==> images/clocks.png <==
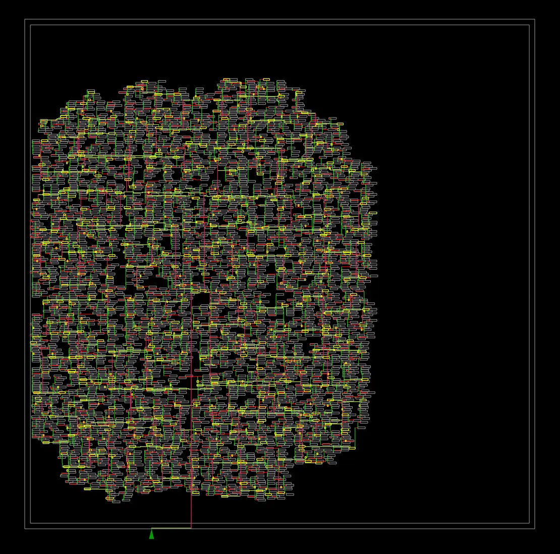
==> images/placement_by_type.png <==
Drawn at 1 px/um. Fill, decap, tap and diode cells in gray.
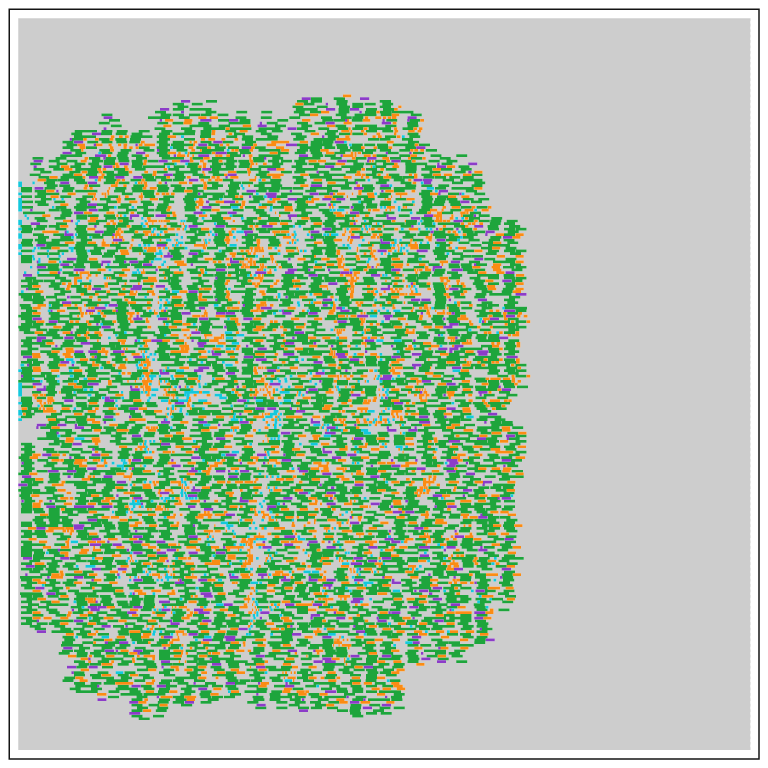
==> images/clk_routes.png <==
Drawn at 1 px/um.
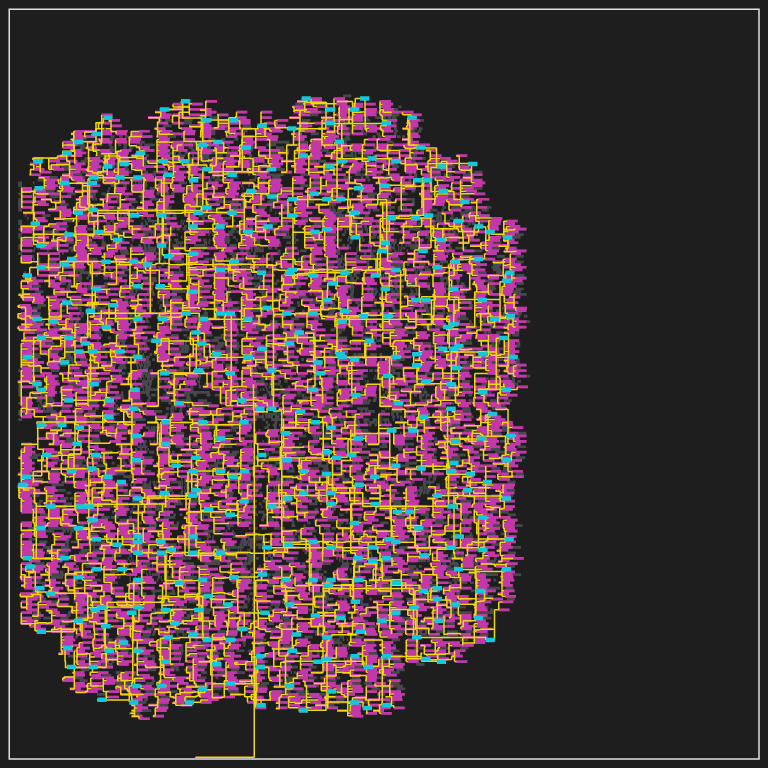
==> images/cell_density.png <==
The die is cut into 37 by 37 equal tiles; black is low, pale yellow is high, 0 to 100% covered.
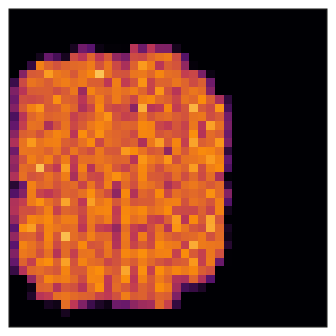
==> images/detail.png <==
Window x 362 to 387, y 362 to 387 um. Cells in gray, sequential cells in the stronger gray; small squares are vias.
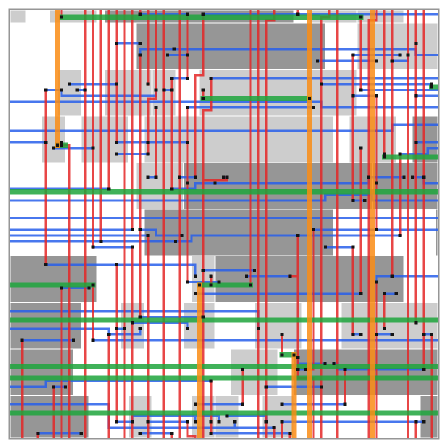
$ cat config.mk
export PLATFORM = sky130hd
export DESIGN_NAME = mem_responder
export DESIGN_NICKNAME = d
export VERILOG_FILES = /design/src/rtl/mem_responder.sv
export SDC_FILE = /design/constraint.sdc
export NUM_CORES = 2
export LEC_CHECK = 0
export ABC_CLOCK_PERIOD_IN_PS = 3700
export CAP_MARGIN = 20
export CORE_MARGIN = 8
export CORE_UTILIZATION = 30
export CTS_CLUSTER_SIZE = 14
export DETAILED_ROUTE_END_ITERATION = 6
export DONT_BUFFER_PORTS = 1
export RECOVER_POWER = 100
export SYNTH_ARGS = -nofsm -noshare
export SYNTH_HDL_FRONTEND = slang
export SYNTH_SLANG_ARGS = --single-unit
$ cat constraint.sdc
create_clock -name clk -period 3.7 [get_ports clk]
set_input_delay 0.74 -clock clk [delete_from_list [all_inputs] [get_ports clk]]
set_output_delay 0.74 -clock clk [all_outputs]
set_load 0.05 [all_outputs]
$ cat src/rtl/mem_responder.sv
// Memory-side responder: accepts one read or write, waits WAIT_CYCLES+1 cycles,
// commits the access to a DEPTH-word RAM and pulses mem_ready with status flags.
module mem_responder #(
    parameter int DATA_W      = 16,
    parameter int ADDR_W      = 16,
    parameter int DEPTH       = 256,
    parameter int WAIT_CYCLES = 1
) (
    input  logic              clk,
    input  logic              rst_n,
    input  logic              memread,
    input  logic              memwrite,
    input  logic [ADDR_W-1:0] addr,
    input  logic [DATA_W-1:0] wdata,
    output logic [DATA_W-1:0] rdata,
    output logic              mem_ready,
    output logic              busy,
    output logic              addr_err,
    output logic              rw_clash
);

    localparam int              IDX_W   = (DEPTH > 1) ? $clog2(DEPTH) : 1;
    localparam logic [ADDR_W:0] DEPTH_X = (ADDR_W+1)'(DEPTH);
    localparam logic [3:0]      WAIT_N  = 4'(WAIT_CYCLES);

    typedef enum logic [1:0] {
        S_IDLE,
        S_WAIT,
        S_RESP
    } state_t;

    state_t            state;
    logic [3:0]        cnt;
    logic [ADDR_W-1:0] addr_p0;
    logic [DATA_W-1:0] wdata_p0;
    logic              is_wr_p0;
    logic              clash_p0;
    logic [DATA_W-1:0] mem [0:DEPTH-1];

    logic              req;
    logic              accept;
    logic              commit;
    logic              in_range;
    logic [IDX_W-1:0]  idx;

    assign req      = memread | memwrite;
    assign accept   = req && (state == S_IDLE || state == S_RESP);
    assign commit   = (state == S_WAIT) && (cnt == WAIT_N);
    assign in_range = ({1'b0, addr_p0} < DEPTH_X);
    assign idx      = addr_p0[IDX_W-1:0];

    // Accept stage: request fields captured here are the only ones the commit sees
    always_ff @(posedge clk) begin
        if (accept) begin
            addr_p0  <= addr;
            wdata_p0 <= wdata;
            is_wr_p0 <= memwrite;
            clash_p0 <= memread & memwrite;
        end
    end

    // Commit stage: storage is not reset, so a reset simply suppresses the write
    always_ff @(posedge clk) begin
        if (commit && is_wr_p0 && in_range) begin
            mem[idx] <= wdata_p0;
        end
    end

    always_ff @(posedge clk or negedge rst_n) begin
        if (!rst_n) begin
            state     <= S_IDLE;
            cnt       <= '0;
            rdata     <= '0;
            mem_ready <= 1'b0;
            busy      <= 1'b0;
            addr_err  <= 1'b0;
            rw_clash  <= 1'b0;
        end else begin
            mem_ready <= 1'b0;
            addr_err  <= 1'b0;
            rw_clash  <= 1'b0;
            case (state)
                S_IDLE: begin
                    if (req) begin
                        state <= S_WAIT;
                        cnt   <= '0;
                        busy  <= 1'b1;
                    end
                end
                S_WAIT: begin
                    if (commit) begin
                        state     <= S_RESP;
                        mem_ready <= 1'b1;
                        addr_err  <= ~in_range;
                        rw_clash  <= clash_p0;
                        if (!is_wr_p0) begin
                            rdata <= in_range ? mem[idx] : '0;
                        end
                    end else begin
                        cnt <= cnt + 4'd1;
                    end
                end
                S_RESP: begin
                    // A request still high here starts the next transaction back-to-back
                    if (req) begin
                        state <= S_WAIT;
                        cnt   <= '0;
                    end else begin
                        state <= S_IDLE;
                        busy  <= 1'b0;
                    end
                end
                default: begin
                    state <= S_IDLE;
                    busy  <= 1'b0;
                end
            endcase
        end
    end

endmodule
==> impl_metrics.yaml <==
# generated from flow reports
status:
  status: "finished, violations left"
  violations: "max-capacitance violations, max-slew violations"
logic_synthesis:
  yosysChipArea_mm2: 0.1608
  ys.flop_type: "edfxtp_1"
  topCombFamilyByArea: "multiplexers"
  ys_cells: 7437
  yosys.area_share.simple_pct: 1.959
  synth.avg_cell_area_um2: 21.63
  synth_warnings: 0
  synth_cells: 7437
  seq_area_frac_synth_pct: 77.61
  ys_types: 77
  edf_count: 4130
  async_flop_share_pct: 0.6244
  numSynthFlops: 4164
  ys_sh_xor_pct: 0.01089
  syn-num-nets: 7475
  adder_share_pct: 0.01556
  mux_share_pct: 15.28
  synth_area_mm2: 0.1608
  ys_sh_aoi_pct: 3.221
hold_path:
  hold_depth: 2
  hp-class: "primary input to flip-flop"
  min_from: "addr[3]"
worst_setup_path:
  path_common_cell: "buf_12"
  critPathMaxFanout: 19
  cp_top_family: "AND-OR/OR-AND gates"
  crit_chain: "buf_12 -> buf_12 -> buf_12 -> mux4_2 -> nand2_1 -> nand2_1 -> a21oi_1 -> nand4_1 -> a21oi_4 -> o21ai_1"
  crit_end: "rdata[1]"
  required_ns: 4.48
  arrival_ns: 4.45
  slowest_stage: "nand4_1"
  cp-end-kind: "flip-flop"
  ff2ff_setup_slack_ns: 0.03
  crit_cells: 10
  worst-setup-path-type: "flip-flop to flip-flop"
  cp_slowest_stage_delay_ns: 0.61
  startpoint_type: "flip-flop"
  r2r-end: "rdata[1]"
  worst-path-buf-inv: 3
  worstRegToRegCells: 10
timing:
  skew_ns: 0.05702
  period_minus_slack_ns: 3.674
  hold_violations: 0
  setup-tns-final_ns: 0
  finalCritPeriodShare_pct: 99.30
  worst_slew_pin_slew_ns: 3.390
  rsz0062_at_grt: "no"
  setup_viol: 0
  setup_ws_ns: 0.02584
  slew_viol_final: 3204
  timing.fmax_mhz: 272.2
  slew_headroom_pct: -126.0
cells_and_area:
  fillerInstances: 49293
  area_growth_pct: 15.79
  logic_area_mm2: 0.03328
  fin_nets: 8257
  drive_above_1_share_pct: 25.17
  seqCellArea_mm2: 0.1248
flow_run:
  maxCapViolCount: 37
  warning_count: 77
clock_network:
  clk_path_buf_depth: 4
  cts_root_buffer: "clkbuf_16"
  cts.htree.levels: 5
  numCtsBuffers: 404
  post_cts_buffers: 0
  worstSkewPairLatency_ns: 0.93
  cts_tree: "done"
  clkTransAtPathRegs_ns: 0.06
  clock-sinks: 4164
pwr:
  ir_drop_mv: 0.9612
  p_leak_nw: 58.34
  p_per_area_mw_per_mm2: 707.6
drt:
  vias: 81315
  wire_per_inst_um: 28.42
  drtIter0Drc: 10060
  drc: 0
  drtPass1Iterations: 6
  avgViaCountPerCell: 5.171
  drt-total-wl_um: 446900
  final_antenna_net_count: 0
grt:
  top_usage_layer: "met2"
  antenna_found_initial: 32
  gr-total-overflow: 0
  met3_usage_pct: 3.276
  grt_max_degree: 193
  grt_pass1_wl_um: 626400
  grt_pass1_vias: 81558
  track_usage_pct: 15.35
  met2_usage_pct: 25.02
  met1_usage_pct: 20.46
die:
  rows: 269
  die_h_um: 748.2
  initCoreUtil_pct: 30.04
  pin_count: 56
  die_area_mm2: 0.5598
  fp.dieW_um: 748.2
placement:
  io_buffers: 0
  dp_hpwl_um: 281000
  pre_cts_slack_ns: -0.4735
  gp_congestion: 0.8367
## Picture notes: clocks.png
Clk. pwr: 40.2 mW
Layout clock buffers: 498

## Picture notes: placement_by_type.png
| class | color | cells |
|---|---|---|
| combinational and other logic | orange | 2845 |
| sequential cells | green | 4164 |
| clock drivers and dummy loads | purple | 725 |
| remaining buffers and delay cells | cyan | 804 |
fin area: 0.1862 mm2
fin util: 34.78%
CORE AREA: 0.5355 mm2
sequential share of cell area: 67.04%

## Picture notes: clk_routes.png
[clock drivers] cyan | count: 404
[flip-flops] magenta | count: 4164
[clock wires] yellow | length: 45.1 mm
routed clock nets: 405

## Picture notes: cell_density.png
fullest tile: 87%
nearly empty tiles: 46%
emptiest ninth of the die: top right
tiles over 75% full: 3.7%
mean over tiles: 32%

## Picture notes: detail.png
| layer | color |
|---|---|
| metal 2 | red |
| metal 3 | green |
| metal 1 | blue |
| metal 4 | orange |
most frequent: nor2_1 (8), edfxtp_1 (5), clkbuf_4 (5)
sequential cells in the window: 5
netlist names of flops here include: mem (5)
cells with their middle in the window: 25

## flip-flops by register name (all words and copies together), names as in the netlist, named ones only
register / cells
busy: 1
clash_p0: 1
cnt: 4
mem_ready: 1
addr_p0: 16
addr_err: 1
wdata_p0: 16
rdata: 16
is_wr_p0: 1
mem: 4096
state: 2
rw_clash: 1
## cells in the final DEF, fill, tap and decap left out, types with 25 or more instances in the layout
master and n:
mux4_2 786, dlygate4sd3_1 35, bufinv_16 37, nor3_1 58
clkbuf_2 154, a21oi_1 133, nor2_1 281, clkbuf_16 409
o22ai_1 129, nand3_1 26, edfxtp_1 4130, a22o_1 25
dfrtp_1 26, a22oi_1 81, clkinv_1 85, buf_12 68
clkinv_2 74, clkbuf_1 141, a211oi_1 36, buf_4 337
mux2i_1 574, o21ai_0 54, buf_2 57, nor2_2 38
mux4_1 42, o221ai_1 173, clkbuf_4 90, nand2_1 138
## area by class of cell
type / count / area share, %
sequential: 4164 / 67.04
multi-input combinational: 2837 / 17.87
clock buffer: 498 / 5.697
tap: 7181 / 4.825
timing repair buffer: 804 / 3.388
clock inverter: 227 / 1.150
inverter: 8 / 0.02217
antenna: 5 / 0.006719
## per-stage QoR
stage	cell area (um2)	total power [mW]	std cells	hold WS, ns
after floorplan	160800	78.32	7437	0.4364
after global placement	174100	91.75	14942	0.4468
after detailed placement	174300	92.28	14954	0.4466
final	186200	131.8	15724	0.07688
after CTS	187500	132.4	15716	0.004018
after global routing	186200	135.5	15720	0.04302
## power breakdown
part	switching [mW]	internal, mW
Sequential	0.649	54.9
Clock	17.3	22.9
Combinational	22.3	13.7
Total	40.3	91.5
## repair_timing
| item | in CTS | in global routing |
|---|---|---|
| pin swaps | 4 | 2 |
| setup endpoints to repair | 9 | 72 |
| gates resized | 19 | 5 |
| gates cloned | 1 | 0 |
| endpoints found under the hold margin | 66 | 0 |
| hold buffers | 36 | 0 |
## synth_stat cells, drive strengths merged (8+ instances only)
cell	n	area, um2
nand3	32	160.2
nand2	142	533.0
nor3	69	345.3
clkbuf	132	514.3
a21oi	135	675.7
a22o	25	219.0
o22ai	129	807.0
a211oi	36	270.3
edfxtp	4130	124000
dfxtp	8	160.2
mux4	828	18810
nor4	21	137.6
a211o	9	78.83
a311oi	10	87.58
nand2b	11	68.82
buf	294	2496
a22oi	81	608.1
nor2b	25	156.4
o21ai	63	315.3
dfrtp	26	650.6
a221oi	12	111.4
o221ai	173	1515
and2	15	93.84
nor2	320	1201
o211ai	15	112.6
nand4	21	131.4
mux2i	574	5746
## metal layers
| layer | share of wire [%] | vias up | wire (um) |
|---|---|---|---|
| li1 | - | 33025 | - |
| met1 | 39 | 43496 | 174600 |
| met2 | 48 | 4040 | 212400 |
| met3 | 9.5 | 734 | 42660 |
| met4 | 3.8 | 20 | 17060 |
| met5 | 0.028 | - | 126 |
## kinds of logic (layout without fill, tap and decap cells)
| kind of cell | Yosys count | after routing |
|---|---|---|
| adder cells (fa/ha/maj) | 2 | 2 |
| flip-flops | 4164 | 4164 |
| AND/OR/NAND/NOR | 698 | 698 |
| XOR/XNOR | 2 | 2 |
| multiplexers | 1404 | 1404 |
| other | 0 | 5 |
| buffers and inverters | 436 | 1537 |
| AND-OR/OR-AND | 731 | 731 |
Power and IR drop assume default switching activity.
